$ cat config.mk
export PLATFORM = sky130hd
export DESIGN_NAME = shifter_pipe
export DESIGN_NICKNAME = d
export VERILOG_FILES = /design/src/rtl/shifter_pkg.sv /design/src/rtl/shift_level.sv /design/src/rtl/shifter_pipe.sv
export SDC_FILE = /design/constraint.sdc
export NUM_CORES = 1
export LEC_CHECK = 0
export CAP_MARGIN = 5
export CORE_MARGIN = 2
export CORE_UTILIZATION = 53
export CTS_CLUSTER_SIZE = 40
export DETAILED_ROUTE_END_ITERATION = 6
export PLACE_DENSITY = 0.86
export SLEW_MARGIN = 15
export SYNTH_ARGS = -nofsm -noshare
export SYNTH_HDL_FRONTEND = slang
export SYNTH_SLANG_ARGS = --single-unit
$ cat constraint.sdc
create_clock -name clk -period 2.5 [get_ports clk]
set_input_delay 0.375 -clock clk [delete_from_list [all_inputs] [get_ports clk]]
set_output_delay 0.375 -clock clk [all_outputs]
set_load 0.1 [all_outputs]
$ cat src/rtl/shifter_pkg.sv
// rtl/shifter_pkg.sv - function codes and decode helpers for shifter_pipe
//
// Purpose: ALU shift function codes, the per-level operation encoding used
// inside the barrel, and helpers that decode a function code.
// Ports: none (package).
package shifter_pkg;

  localparam logic [5:0] FN_SLL = 6'b000000;
  localparam logic [5:0] FN_SRL = 6'b000010;
  localparam logic [5:0] FN_SRA = 6'b000011;
  localparam logic [5:0] FN_ROR = 6'b000100;
  localparam logic [5:0] FN_ROL = 6'b000101;

  // Every barrel level only ever shifts right. Left ops reverse the
  // operand on entry and the result on exit.
  typedef enum logic [1:0] {
    LVL_SRL = 2'd0,
    LVL_SRA = 2'd1,
    LVL_ROR = 2'd2
  } level_op_e;

  function automatic logic fn_illegal(input logic [5:0] code);
    case (code)
      FN_SLL, FN_SRL, FN_SRA, FN_ROR, FN_ROL: fn_illegal = 1'b0;
      default:                                fn_illegal = 1'b1;
    endcase
  endfunction

  function automatic level_op_e fn_level_op(input logic [5:0] code);
    case (code)
      FN_SRA:         fn_level_op = LVL_SRA;
      FN_ROR, FN_ROL: fn_level_op = LVL_ROR;
      default:        fn_level_op = LVL_SRL;
    endcase
  endfunction

  function automatic logic fn_reversed(input logic [5:0] code);
    fn_reversed = (code == FN_SLL) || (code == FN_ROL);
  endfunction

endpackage

$ cat src/rtl/shift_level.sv
// rtl/shift_level.sv - one combinational barrel level shifting right by DIST
//
// Purpose: passes data_in through unchanged, or shifts/rotates it right by
// DIST when enable is set.
// Ports:
//   data_in  [WIDTH-1:0]  operand from the previous level
//   enable                apply this level's distance
//   op       [1:0]        level_op_e: logical right, arithmetic right, rotate right
//   data_out [WIDTH-1:0]  result to the next level
module shift_level
  import shifter_pkg::*;
#(
  parameter int WIDTH = 32,
  parameter int DIST  = 1
) (
  input  logic [WIDTH-1:0] data_in,
  input  logic             enable,
  input  logic [1:0]       op,
  output logic [WIDTH-1:0] data_out
);

  always_comb begin
    data_out = data_in;
    if (enable) begin
      case (op)
        LVL_SRA: data_out = {{DIST{data_in[WIDTH-1]}}, data_in[WIDTH-1:DIST]};
        LVL_ROR: data_out = {data_in[DIST-1:0], data_in[WIDTH-1:DIST]};
        default: data_out = {{DIST{1'b0}}, data_in[WIDTH-1:DIST]};
      endcase
    end
  end

endmodule

$ cat src/rtl/shifter_pipe.sv
// rtl/shifter_pipe.sv - two-stage pipelined barrel shifter with valid/ready
//
// Purpose: SLL/SRL/SRA/ROR/ROL of inputA by inputB[SHW-1:0]. The lower half
// of the log levels sits before the stage-1 register, the rest before the
// output register. Unsupported codes produce out = 0, illegal = 1.
// Ports:
//   clk, reset (async, active-low)
//   in_valid/in_ready, inputA, inputB, SignalIn   request side
//   out_valid/out_ready, out, illegal              result side
module shifter_pipe
  import shifter_pkg::*;
#(
  parameter int WIDTH = 32
) (
  input  logic             clk,
  input  logic             reset,
  input  logic             in_valid,
  output logic             in_ready,
  input  logic [WIDTH-1:0] inputA,
  input  logic [WIDTH-1:0] inputB,
  input  logic [5:0]       SignalIn,
  output logic             out_valid,
  input  logic             out_ready,
  output logic [WIDTH-1:0] out,
  output logic             illegal
);

  localparam int SHW       = $clog2(WIDTH);
  localparam int S1_LEVELS = SHW / 2;
  localparam int S2_LEVELS = SHW - S1_LEVELS;

  logic                 s1_valid_q,   s1_valid_d;
  logic [WIDTH-1:0]     s1_data_q,    s1_data_d;
  logic [S2_LEVELS-1:0] s1_amt_q,     s1_amt_d;
  logic [1:0]           s1_op_q,      s1_op_d;
  logic                 s1_rev_q,     s1_rev_d;
  logic                 s1_illegal_q, s1_illegal_d;
  logic                 out_valid_q,  out_valid_d;
  logic [WIDTH-1:0]     out_q,        out_d;
  logic                 illegal_q,    illegal_d;

  logic [SHW-1:0]   amt;
  logic [1:0]       in_op;
  logic             in_rev;
  logic [WIDTH-1:0] s1_front;
  logic [WIDTH-1:0] s2_result;
  logic [WIDTH-1:0] s1_chain [S1_LEVELS+1];
  logic [WIDTH-1:0] s2_chain [S2_LEVELS+1];
  logic             s2_load;
  logic             s1_load;
  logic             accept;

  // Only the low SHW bits of the shift amount matter.
  logic unused_inputb_hi;
  assign unused_inputb_hi = ^inputB[WIDTH-1:SHW];

  // Left ops run through the right-shifting barrel on a bit-reversed operand.
  always_comb begin
    amt      = inputB[SHW-1:0];
    in_op    = fn_level_op(SignalIn);
    in_rev   = fn_reversed(SignalIn);
    s1_front = inputA;
    if (in_rev) begin
      for (int i = 0; i < WIDTH; i++) s1_front[i] = inputA[WIDTH-1-i];
    end
  end

  assign s1_chain[0] = s1_front;

  for (genvar k = 0; k < S1_LEVELS; k++) begin : g_s1
    shift_level #(.WIDTH(WIDTH), .DIST(1 << k)) u_lvl (
      .data_in  (s1_chain[k]),
      .enable   (amt[k]),
      .op       (in_op),
      .data_out (s1_chain[k+1])
    );
  end

  assign s2_chain[0] = s1_data_q;

  for (genvar k = 0; k < S2_LEVELS; k++) begin : g_s2
    shift_level #(.WIDTH(WIDTH), .DIST(1 << (S1_LEVELS + k))) u_lvl (
      .data_in  (s2_chain[k]),
      .enable   (s1_amt_q[k]),
      .op       (s1_op_q),
      .data_out (s2_chain[k+1])
    );
  end

  always_comb begin
    s2_result = s2_chain[S2_LEVELS];
    if (s1_rev_q) begin
      for (int i = 0; i < WIDTH; i++) s2_result[i] = s2_chain[S2_LEVELS][WIDTH-1-i];
    end
  end

  // in_ready depends on out_ready and the valid flops only, never on in_valid.
  always_comb begin
    s2_load = !out_valid_q || out_ready;
    s1_load = !s1_valid_q || s2_load;
    accept  = in_valid && s1_load;

    s1_valid_d   = s1_load ? in_valid : s1_valid_q;
    s1_data_d    = s1_data_q;
    s1_amt_d     = s1_amt_q;
    s1_op_d      = s1_op_q;
    s1_rev_d     = s1_rev_q;
    s1_illegal_d = s1_illegal_q;
    if (accept) begin
      s1_data_d    = s1_chain[S1_LEVELS];
      s1_amt_d     = amt[SHW-1:S1_LEVELS];
      s1_op_d      = in_op;
      s1_rev_d     = in_rev;
      s1_illegal_d = fn_illegal(SignalIn);
    end

    out_valid_d = s2_load ? s1_valid_q : out_valid_q;
    out_d       = out_q;
    illegal_d   = illegal_q;
    if (s2_load && s1_valid_q) begin
      out_d     = s1_illegal_q ? '0 : s2_result;
      illegal_d = s1_illegal_q;
    end
  end

  always_ff @(posedge clk or negedge reset) begin
    if (!reset) begin
      s1_valid_q  <= 1'b0;
      out_valid_q <= 1'b0;
      out_q       <= '0;
      illegal_q   <= 1'b0;
    end else begin
      s1_valid_q  <= s1_valid_d;
      out_valid_q <= out_valid_d;
      out_q       <= out_d;
      illegal_q   <= illegal_d;
    end
  end

  // Stage-1 payload is qualified by s1_valid_q, so it needs no reset.
  always_ff @(posedge clk) begin
    s1_data_q    <= s1_data_d;
    s1_amt_q     <= s1_amt_d;
    s1_op_q      <= s1_op_d;
    s1_rev_q     <= s1_rev_d;
    s1_illegal_q <= s1_illegal_d;
  end

  assign in_ready  = s1_load;
  assign out_valid = out_valid_q;
  assign out       = out_q;
  assign illegal   = illegal_q;

endmodule

Fig. 1: the clock network
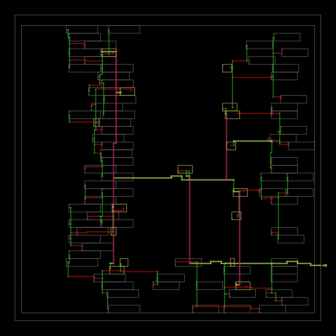
number of buffers added by the clock tree synthesis step: 9
worst clock skew: 0.0107 ns

Fig. 2: signal wires by layer
(2 px per um) Two of the layers only.
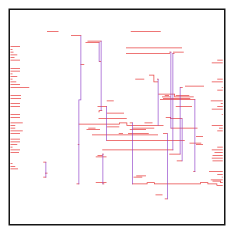
layer	colour	wire length
M3	red	753 um
M4	purple	422 um
via count: 4681
final wirelength: 15.2 mm
Routed WL per cell: 19.9 um

==> flow_summary_export.csv <==
group,metric,value,unit
clocking,cts.hold.buffers_added,0,
setup_path,cp_slowest_cell,"ha_2",
setup_path,critical_path.startpoint_type,"flip-flop",
logic_synthesis,synth_area,0.00563,mm2
finish,final_nets,700,
placed_design,preCtsSetupSlack,-0.115,ns
sta,timing_hold_violations_final,0,
worst_hold_path,min_path_type,"in -> async",
die,number_of_placement_rows,37,
sta,setup_viol,0,
sta,setup_ws,0.126,ns
power_and_ir_drop,clk-power,818,uW
logic_synthesis,yosysTopAreaCellShare,20.8,%
sta,post-route-period-util,95.0,%
logic_synthesis,yosysSeqAreaShare,36.4,%
outcome,outcome,"complete, no violations",
sta,fin_hold_ws,0.424,ns
placed_design,detailed_place.area,0.00665,mm2
clocking,cts_num_sinks,74,
sta,final.setup.tns,0,ns
logic_synthesis,synth-edff-count,39,
setup_path,cp_data_required_time,2.74,ns
sta,timing_max_transition_violations_final,0,
setup_path,worstSetupEndpointType,"flip-flop",
job,drv_cap,0,
drt,drcViolationCount,0,
clocking,worst_setup_hold_path_clk_slew,0.08,ns
clocking,cts_tree,"yes",
logic_synthesis,synth_top_flop_cell,"edfxtp_1",
finish,final_layout_size_suffix_gt1_share,26.4,%
clocking,cts_resized,2,
logic_synthesis,synth_flops,74,
sta,max_clock_freq,421,MHz
drt,detail_route.first_pass.iterations,5,
sta,rsz0062_at_grt,"no",
logic_synthesis,common_cells,"mux2i_1 (88), nand2_1 (49), mux2_2 (47)",
finish,finish.cell_count_without_fillers,762,
power_and_ir_drop,seq_power_share,42.7,%
global_route,global_route_wire_length_before_repair,23.9,mm
power_and_ir_drop,cell_internal_pwr,2210,uW
placed_design,finalWeightedCongestion,0.973,
logic_synthesis,syn-instance-count,533,
global_route,grt_start_max_net_pins,43,
placed_design,port-buffer-count,81,
sta,max-slew-margin-rel,50.8,%
power_and_ir_drop,fin_total_pwr,3470,uW
die,ioPinCount,109,
global_route,number_of_antenna_violations_at_the_first_check_in_global_routing,0,
clocking,cts_root_buf,"clkbuf_8",
finish,layout.cells.most_common,"mux2i_1",
logic_synthesis,yosys.stat.chipArea,0.00563,mm2
sta,timing_worst_slew_pin_value,0.734,ns
die,die_height,107,um
finish,finish.instance_area,0.00684,mm2
logic_synthesis,syn-num-nets,612,
global_route,grt.total_usage,27.2,%
logic_synthesis,post_synthesis_async_set_or_reset_flop_share,47.3,%
finish,areaGrowthSynthToFinish,21.5,%
sta,finalWorstPathRequiredPeriod,2.37,ns
clocking,clock_latency,0.36,ns
logic_synthesis,synthesis.yosys.warnings,0,
power_and_ir_drop,p_switching,1260,uW
power_and_ir_drop,powerSeq,1480,uW
drt,drc_marker_count_from_the_first_detailed_route_iteration,407,
logic_synthesis,yosys.cell_count.top_type,"mux2i_1",
drt,detail-route-antenna-nets,0,
clocking,maximum_number_of_buffers_from_clock_root_to_sink,2,
power_and_ir_drop,maxPowerGroup,"sequential cells",
setup_path,path_cells,"ha_2 > and4b_1 > a311oi_2 > o221ai_2 > a311o_1 > a32o_1",
logic_synthesis,postSynthAreaPerCell,10.6,um2
logic_synthesis,ys_types,60,
clocking,cts.htree.levels,3,
power_and_ir_drop,p_leak,0.00302,uW
die,fp_util,54.5,%
global_route,grt_overflow_total,0,
logic_synthesis,yosys-top-cells-area,"edfxtp_1 (21%), mux2i_1 (16%), dfrtp_1 (16%), mux2_2 (9.4%), mux4_2 (4.8%)",
die,overall_die_width,107,um
placed_design,place.detailed.instances,746,
power_and_ir_drop,power.share.clock,23.6,%
logic_synthesis,yosys.area.top_type,"edfxtp_1",
setup_path,critical_path.max_stage_delay,0.50,ns
finish,utilization,66.2,%
finish,antennaDiodeCount,0,
clocking,postCtsSetupRepairBufs,0,
logic_synthesis,yosys_cells,533,
routing by layer:
metal  routed length, um  vias to the layer above  share of wire [%]  GRT usage (%)
li1                    -                     2245                  -              -
met1                6410                     2238                 42           32.0
met2                7610                      167                 50           48.9
met3                 752                       31                4.9           4.44
met4                 421                        0                2.8           11.0
met5                   0                        -                  0              0
sequential cells by signal, summed over array words and instances (netlist names):
| signal | count |
|---|---|
| illegal | 1 |
| s1_valid_q | 1 |
| out_valid | 1 |
| s1_op_q | 2 |
| s1_data_q | 32 |
| s1_amt_q | 3 |
| s1_illegal_q | 1 |
| out | 32 |
| s1_rev_q | 1 |
worst paths after layout:
check,end,slack [ns],depth (start not counted),from
max,out[2],0.13,6,s1_op_q[1]
min,out[17],0.42,2,reset
max reg2reg,out[2],0.13,6,s1_op_q[1]
min reg2reg,out[4],0.49,2,out[4]
max in group asynchronous,out_valid,1.74,2,reset
min in group clk,out[4],0.49,2,out[4]
worst max-delay path: cells and delay by family (launching register included):
family / cells / cell delay [ns]
adders and majority gates: 1 / 0.50
AOI/OAI and AO/OA: 4 / 1.08
DFF: 1 / 0.40
and+or+nand+nor: 1 / 0.27
cell families (layout without fill, tap and decap cells):
| family | count (synthesis) | after routing | synth area share (%) |
|---|---|---|---|
| buffers and inverters | 54 | 147 | 4.74 |
| xor gates and xnor gates | 2 | 2 | 0.311 |
| muxes | 148 | 148 | 30.1 |
| AOI/OAI and AO/OA | 128 | 128 | 17.0 |
| and+or+nand+nor | 122 | 122 | 10.3 |
| adders and majority gates | 5 | 5 | 1.11 |
| DFF | 74 | 74 | 36.4 |
layout make-up:
cell class	count	area (um2)
tap	136	170
timing repair buffer	121	1080
clock inverter	6	43.8
fill	808	3480
inverter	10	37.5
sequential	74	2050
clock buffer	10	128
multi-input combinational	405	3330
Power is estimated from default activity; no workload was simulated.
